[config.mk]
export PLATFORM = sky130hd
export DESIGN_NAME = adc_frame_packetizer
export DESIGN_NICKNAME = d
export VERILOG_FILES = /design/src/rtl/adc_frame_packetizer.sv
export SDC_FILE = /design/constraint.sdc
export NUM_CORES = 1
export LEC_CHECK = 0
export ABC_AREA = 1
export CORE_ASPECT_RATIO = 2
export CORE_UTILIZATION = 35
export CTS_BUF_LIST = sky130_fd_sc_hd__clkbuf_16
export DETAILED_ROUTE_END_ITERATION = 6
export PLACE_DENSITY_LB_ADDON = 0.08
export SKIP_CTS_REPAIR_TIMING = 1
export SLEW_MARGIN = 10
export SYNTH_ARGS = -nofsm -noshare
export SYNTH_HDL_FRONTEND = slang
export SYNTH_SLANG_ARGS = --single-unit
[constraint.sdc]
create_clock -name clk_i -period 1.5 [get_ports clk_i]
set_input_delay 0.3 -clock clk_i [delete_from_list [all_inputs] [get_ports clk_i]]
set_output_delay 0.3 -clock clk_i [all_outputs]
set_load 0.02 [all_outputs]
[src/rtl/adc_frame_packetizer.sv]
// ---------------------------------------------------------------------------
// adc_frame_packetizer
//
// Turns each valid-strobed ADC sample into a 5-byte frame for the FT2232H
// FIFO interface:  0xA5, seq, sample[15:8], sample[7:0], seq^hi^lo.
// Each byte occupies one slot of BYTE_PERIOD cycles. tx_data_rdy_o is high
// for the first half of the slot, and its rising edge marks a new byte.
// A one-deep buffer holds a sample that arrives mid-frame. Any further
// sample is dropped and counted.
//
// Ports
//   clk_i          system clock
//   reset_ni       synchronous active-low reset
//   sample_i       ADC sample (SAMPLE_W bits, zero-extended to 16)
//   sample_vld_i   single-cycle sample strobe
//   tx_data_rdy_o  byte strobe; rising edge = new byte
//   tx_data_o      byte, stable for the whole slot
//   busy_o         frame in progress
//   overflow_o     one-cycle pulse per dropped sample
//   drop_cnt_o     dropped-sample count, saturating at 255
//
// state | meaning
// ------+--------------------------------------------------
// IDLE  | no frame; waiting for sample_vld_i
// HDR   | presenting header byte 0xA5
// SEQ   | presenting sequence number
// HI    | presenting sample high byte
// LO    | presenting sample low byte
// CHK   | presenting checksum; last cycle chains or idles
// ---------------------------------------------------------------------------
module adc_frame_packetizer #(
    parameter int BYTE_PERIOD = 8,
    parameter int SAMPLE_W    = 12
) (
    input  logic                clk_i,
    input  logic                reset_ni,
    input  logic [SAMPLE_W-1:0] sample_i,
    input  logic                sample_vld_i,
    output logic                tx_data_rdy_o,
    output logic [7:0]          tx_data_o,
    output logic                busy_o,
    output logic                overflow_o,
    output logic [7:0]          drop_cnt_o
);

    localparam int              CW        = $clog2(BYTE_PERIOD);
    localparam logic [CW-1:0]   SLOT_LAST = CW'(BYTE_PERIOD - 1);
    localparam logic [CW-1:0]   SLOT_HALF = CW'(BYTE_PERIOD / 2);
    localparam logic [7:0]      HDR_BYTE  = 8'hA5;

    typedef enum logic [2:0] {
        S_IDLE,
        S_HDR,
        S_SEQ,
        S_HI,
        S_LO,
        S_CHK
    } state_t;

    state_t        state;
    logic [CW-1:0] slot_cnt;
    logic [15:0]   frame_q;
    logic [15:0]   buf_q;
    logic          buf_vld;
    logic [7:0]    seq_q;

    logic [15:0]   sample_ext;
    logic [CW-1:0] slot_next;
    logic          slot_end;
    logic          frame_end;

    assign sample_ext = 16'(sample_i);
    assign slot_next  = slot_cnt + CW'(1);
    assign slot_end   = (slot_cnt == SLOT_LAST);
    assign frame_end  = (state == S_CHK) && slot_end;

    always_ff @(posedge clk_i) begin
        if (!reset_ni) begin
            state         <= S_IDLE;
            slot_cnt      <= '0;
            frame_q       <= '0;
            buf_q         <= '0;
            buf_vld       <= 1'b0;
            seq_q         <= '0;
            tx_data_rdy_o <= 1'b0;
            tx_data_o     <= '0;
            busy_o        <= 1'b0;
            overflow_o    <= 1'b0;
            drop_cnt_o    <= '0;
        end else begin
            overflow_o <= 1'b0;

            if (state == S_IDLE) begin
                slot_cnt      <= '0;
                tx_data_rdy_o <= 1'b0;
                busy_o        <= 1'b0;
                if (sample_vld_i) begin
                    frame_q       <= sample_ext;
                    state         <= S_HDR;
                    tx_data_rdy_o <= 1'b1;
                    tx_data_o     <= HDR_BYTE;
                    busy_o        <= 1'b1;
                end
            end else begin
                if (slot_end) begin
                    // Slot boundary: next byte goes out together with the strobe edge.
                    slot_cnt      <= '0;
                    tx_data_rdy_o <= 1'b1;
                    case (state)
                        S_HDR: begin
                            state     <= S_SEQ;
                            tx_data_o <= seq_q;
                        end
                        S_SEQ: begin
                            state     <= S_HI;
                            tx_data_o <= frame_q[15:8];
                        end
                        S_HI: begin
                            state     <= S_LO;
                            tx_data_o <= frame_q[7:0];
                        end
                        S_LO: begin
                            state     <= S_CHK;
                            tx_data_o <= seq_q ^ frame_q[15:8] ^ frame_q[7:0];
                        end
                        default: begin
                            seq_q <= seq_q + 8'd1;
                            if (buf_vld) begin
                                // Buffered sample becomes the next frame; a strobe
                                // landing now refills the freed buffer.
                                frame_q   <= buf_q;
                                buf_vld   <= sample_vld_i;
                                if (sample_vld_i) begin
                                    buf_q <= sample_ext;
                                end
                                state     <= S_HDR;
                                tx_data_o <= HDR_BYTE;
                            end else if (sample_vld_i) begin
                                frame_q   <= sample_ext;
                                state     <= S_HDR;
                                tx_data_o <= HDR_BYTE;
                            end else begin
                                state         <= S_IDLE;
                                tx_data_rdy_o <= 1'b0;
                                busy_o        <= 1'b0;
                            end
                        end
                    endcase
                end else begin
                    slot_cnt      <= slot_next;
                    tx_data_rdy_o <= (slot_next < SLOT_HALF);
                end

                // Mid-frame arrivals; the last CHK cycle is handled above.
                if (sample_vld_i && !frame_end) begin
                    if (!buf_vld) begin
                        buf_q   <= sample_ext;
                        buf_vld <= 1'b1;
                    end else begin
                        overflow_o <= 1'b1;
                        if (drop_cnt_o != 8'hFF) begin
                            drop_cnt_o <= drop_cnt_o + 8'd1;
                        end
                    end
                end
            end
        end
    end

endmodule

==> flow_results.xml <==
<?xml version="1.0" encoding="UTF-8"?>
<metrics>
  <group name="status">
    <metric name="run_status" unit="">finished with violations</metric>
    <metric name="failed_checks" unit="">negative setup slack</metric>
  </group>
  <group name="power">
    <metric name="power-per-cell-area" unit="nW/um2">863</metric>
    <metric name="p_seq" unit="uW">1880</metric>
    <metric name="worst_vdd_ir" unit="mV">0.543</metric>
    <metric name="power.largest_group" unit="">the clock network</metric>
  </group>
  <group name="finish">
    <metric name="final_core_util" unit="%">51.1</metric>
    <metric name="fillers" unit="">1054</metric>
    <metric name="layout_top_cells" unit="">sky130_fd_sc_hd__nand2_1, sky130_fd_sc_hd__nor2_1, sky130_fd_sc_hd__dfxtp_1</metric>
    <metric name="postLayoutCellArea" unit="um2">5320</metric>
  </group>
  <group name="floorplanning">
    <metric name="num_io_pins" unit="">34</metric>
    <metric name="total_die_size" unit="um2">11100</metric>
    <metric name="num_rows" unit="">53</metric>
    <metric name="fp.coreArea" unit="um2">10400</metric>
  </group>
  <group name="setup_path">
    <metric name="cp_data_arrival_time" unit="ns">1.83</metric>
    <metric name="worst_setup_path_startpoint" unit="">slot_cnt[0]</metric>
    <metric name="path_cells" unit="">ha_4 &gt; ha_4 &gt; buf_6 &gt; buf_4 &gt; nand2_4 &gt; buf_6 &gt; clkinvlp_4 &gt; a21oi_2 &gt; nor2_1</metric>
    <metric name="largest_fanout_on_the_critical_path" unit="">8</metric>
    <metric name="critical_path.n_buffers_inverters" unit="">4</metric>
  </group>
  <group name="yosys">
    <metric name="synth.yosys.warnings" unit="">0</metric>
    <metric name="synthesis.area" unit="um2">3730</metric>
    <metric name="area_leaders" unit="">sky130_fd_sc_hd__dfxtp_1, sky130_fd_sc_hd__nand2_1, sky130_fd_sc_hd__nor2_1</metric>
    <metric name="synth.lib_cells_used.distinct" unit="">40</metric>
    <metric name="synth.most_common_cell" unit="">sky130_fd_sc_hd__nand2_1</metric>
    <metric name="synthesis.instances" unit="">517</metric>
    <metric name="post-synth-top-area-cell" unit="">sky130_fd_sc_hd__dfxtp_1</metric>
    <metric name="floorplan_nets" unit="">536</metric>
    <metric name="synth_top_flop_cell" unit="">sky130_fd_sc_hd__dfxtp_1</metric>
    <metric name="synth.top_cells.by_count" unit="">sky130_fd_sc_hd__nand2_1, sky130_fd_sc_hd__nor2_1, sky130_fd_sc_hd__dfxtp_1</metric>
    <metric name="yosys.stat.chipArea" unit="um2">3730</metric>
    <metric name="synth-edff-count" unit="">0</metric>
    <metric name="yosys_cells" unit="">517</metric>
  </group>
  <group name="final_timing">
    <metric name="final.period_utilization" unit="%">106</metric>
    <metric name="max_freq" unit="GHz">0.626</metric>
    <metric name="fin_hold_ws" unit="ns">0.312</metric>
    <metric name="timing_max_transition_violations_final" unit="">0</metric>
    <metric name="grt_setup_unrepaired" unit="">true</metric>
    <metric name="fin_ws" unit="ns">-0.0965</metric>
    <metric name="endpoints_failing_setup" unit="">31</metric>
    <metric name="timing_worst_slew_pin_value" unit="ns">0.338</metric>
  </group>
  <group name="clocking">
    <metric name="clock_tree.htree_level_count" unit="">3</metric>
    <metric name="cts_tree" unit="">done</metric>
    <metric name="cts_root_buffer" unit="">sky130_fd_sc_hd__clkbuf_16</metric>
    <metric name="cts_num_sinks" unit="">66</metric>
  </group>
  <group name="place">
    <metric name="dpl-instance-area" unit="um2">4630</metric>
    <metric name="port_buffers" unit="">33</metric>
    <metric name="dp_hpwl" unit="um">8020</metric>
    <metric name="place_congestion" unit="">0.860</metric>
  </group>
  <group name="hold_path">
    <metric name="timing.hold.worst.class" unit="">primary input to flip-flop</metric>
    <metric name="worst_hold_startpoint" unit="">reset_ni</metric>
  </group>
  <group name="global_route">
    <metric name="grt_usage" unit="%">20.1</metric>
    <metric name="wire_length_of_the_first_global_routing_pass" unit="um">16400</metric>
    <metric name="globalRouteOverflowTotal" unit="">0</metric>
    <metric name="grt_pass1_vias" unit="">3458</metric>
  </group>
  <group name="routing">
    <metric name="detail_route.wirelength" unit="um">10900</metric>
    <metric name="drt.antenna.violating_nets" unit="">0</metric>
    <metric name="detail_route.first_pass.iterations" unit="">4</metric>
    <metric name="route.detailed.vias_per_inst" unit="">4.83</metric>
  </group>
  <group name="run">
    <metric name="drv.max_cap_violation_count" unit="">0</metric>
    <metric name="warnings" unit="">28</metric>
  </group>
</metrics>
flip-flops by register name (all words and copies together) (netlist names):
| register | count |
|---|---|
| overflow_o | 1 |
| seq_q | 8 |
| buf_vld | 1 |
| buf_q | 16 |
| drop_cnt_o | 8 |
| tx_data_o | 8 |
| frame_q | 16 |
| slot_cnt | 3 |
| tx_data_rdy_o | 1 |
| busy_o | 1 |
| state | 3 |
stage by stage:
| step | worst slack [ns] | instances | TNS [ns] |
|---|---|---|---|
| finish | -0.0965 | 748 | -1.49 |
| global route | -0.174 | 748 | -5.91 |
| CTS | -0.177 | 738 | -4.59 |
| detailed placement | -0.276 | 722 | -9.87 |
| global placement | -0.253 | 722 | -8.65 |
| floorplan | -0.00950 | 517 | -0.0934 |
layer usage:
metal	part of all wire, %	wire (um)	track usage (%)	vias up
li1	-	-	-	1848
met1	35	3800	18.4	1669
met2	58	6390	39.9	70
met3	2.3	255	2.73	29
met4	4.4	484	10.5	0
met5	0	0	0	-
kinds of logic after synthesis:
group	share of synthesized area (%)
buffers and inverters	9.76
and+or+nand+nor	38.3
DFF	35.4
AOI/OAI and AO/OA	14.0
xor gates and xnor gates	1.17
adders and majority gates	1.34
worst paths after layout:
kind                                       to  slack (ns)  depth (start not counted)
worst max-delay path            tx_data_rdy_o        -0.1                          9
worst min-delay path             tx_data_o[6]        0.31                          3
worst max register to register  tx_data_rdy_o        -0.1                          9
worst min register to register      buf_q[15]        0.44                          2
area by class of cell:
class                   count  area, um2  share of cell area, %
clock buffers               9        225                   4.23
clock inverters             7       62.6                   1.18
inverters                  60        233                   4.37
multi-input cells         375       2300                   43.2
flip-flops and latches     66       1340                   25.2
well taps                 137        171                   3.22
repair buffers             94        992                   18.7
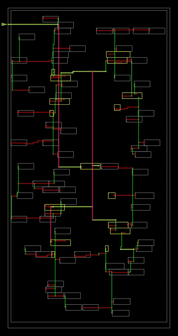
**Above:** clock wiring as the flow saved it.
Clock Skews: 0.00823 ns
flip-flops: 66
CLK BUF: 9
number of buffers created by CTS: 9
Insertion Delay late pin: 0.34 ns

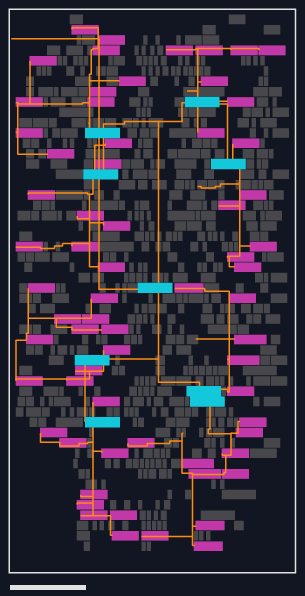
**Above:** clock network drawn from the DEF.
Bar = 20 um.
cyan -> clock drivers  # count 9
magenta -> flip-flops  # count 66
orange -> clock wires  # length 958 um
flops lie = all over the die
Clk power: 2030 uW
fraction of power consumed by the clock network: 44.2%

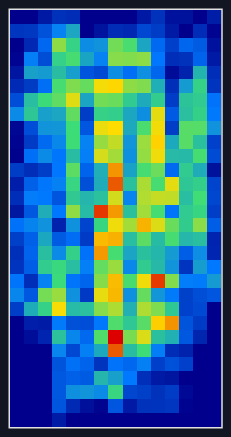
**Above:** signal metal coverage by tile.
15 x 30 tiles, from dark blue (low) to red (high), scaled to the fullest tile. Values are wire area over tile area, all layers added.
fullest tile = 0.52
nearly empty tiles = 14%
densest ninth of the die = middle
tiles over half the peak = 21%
mean over tiles = 0.16

Power and IR drop assume default switching activity.
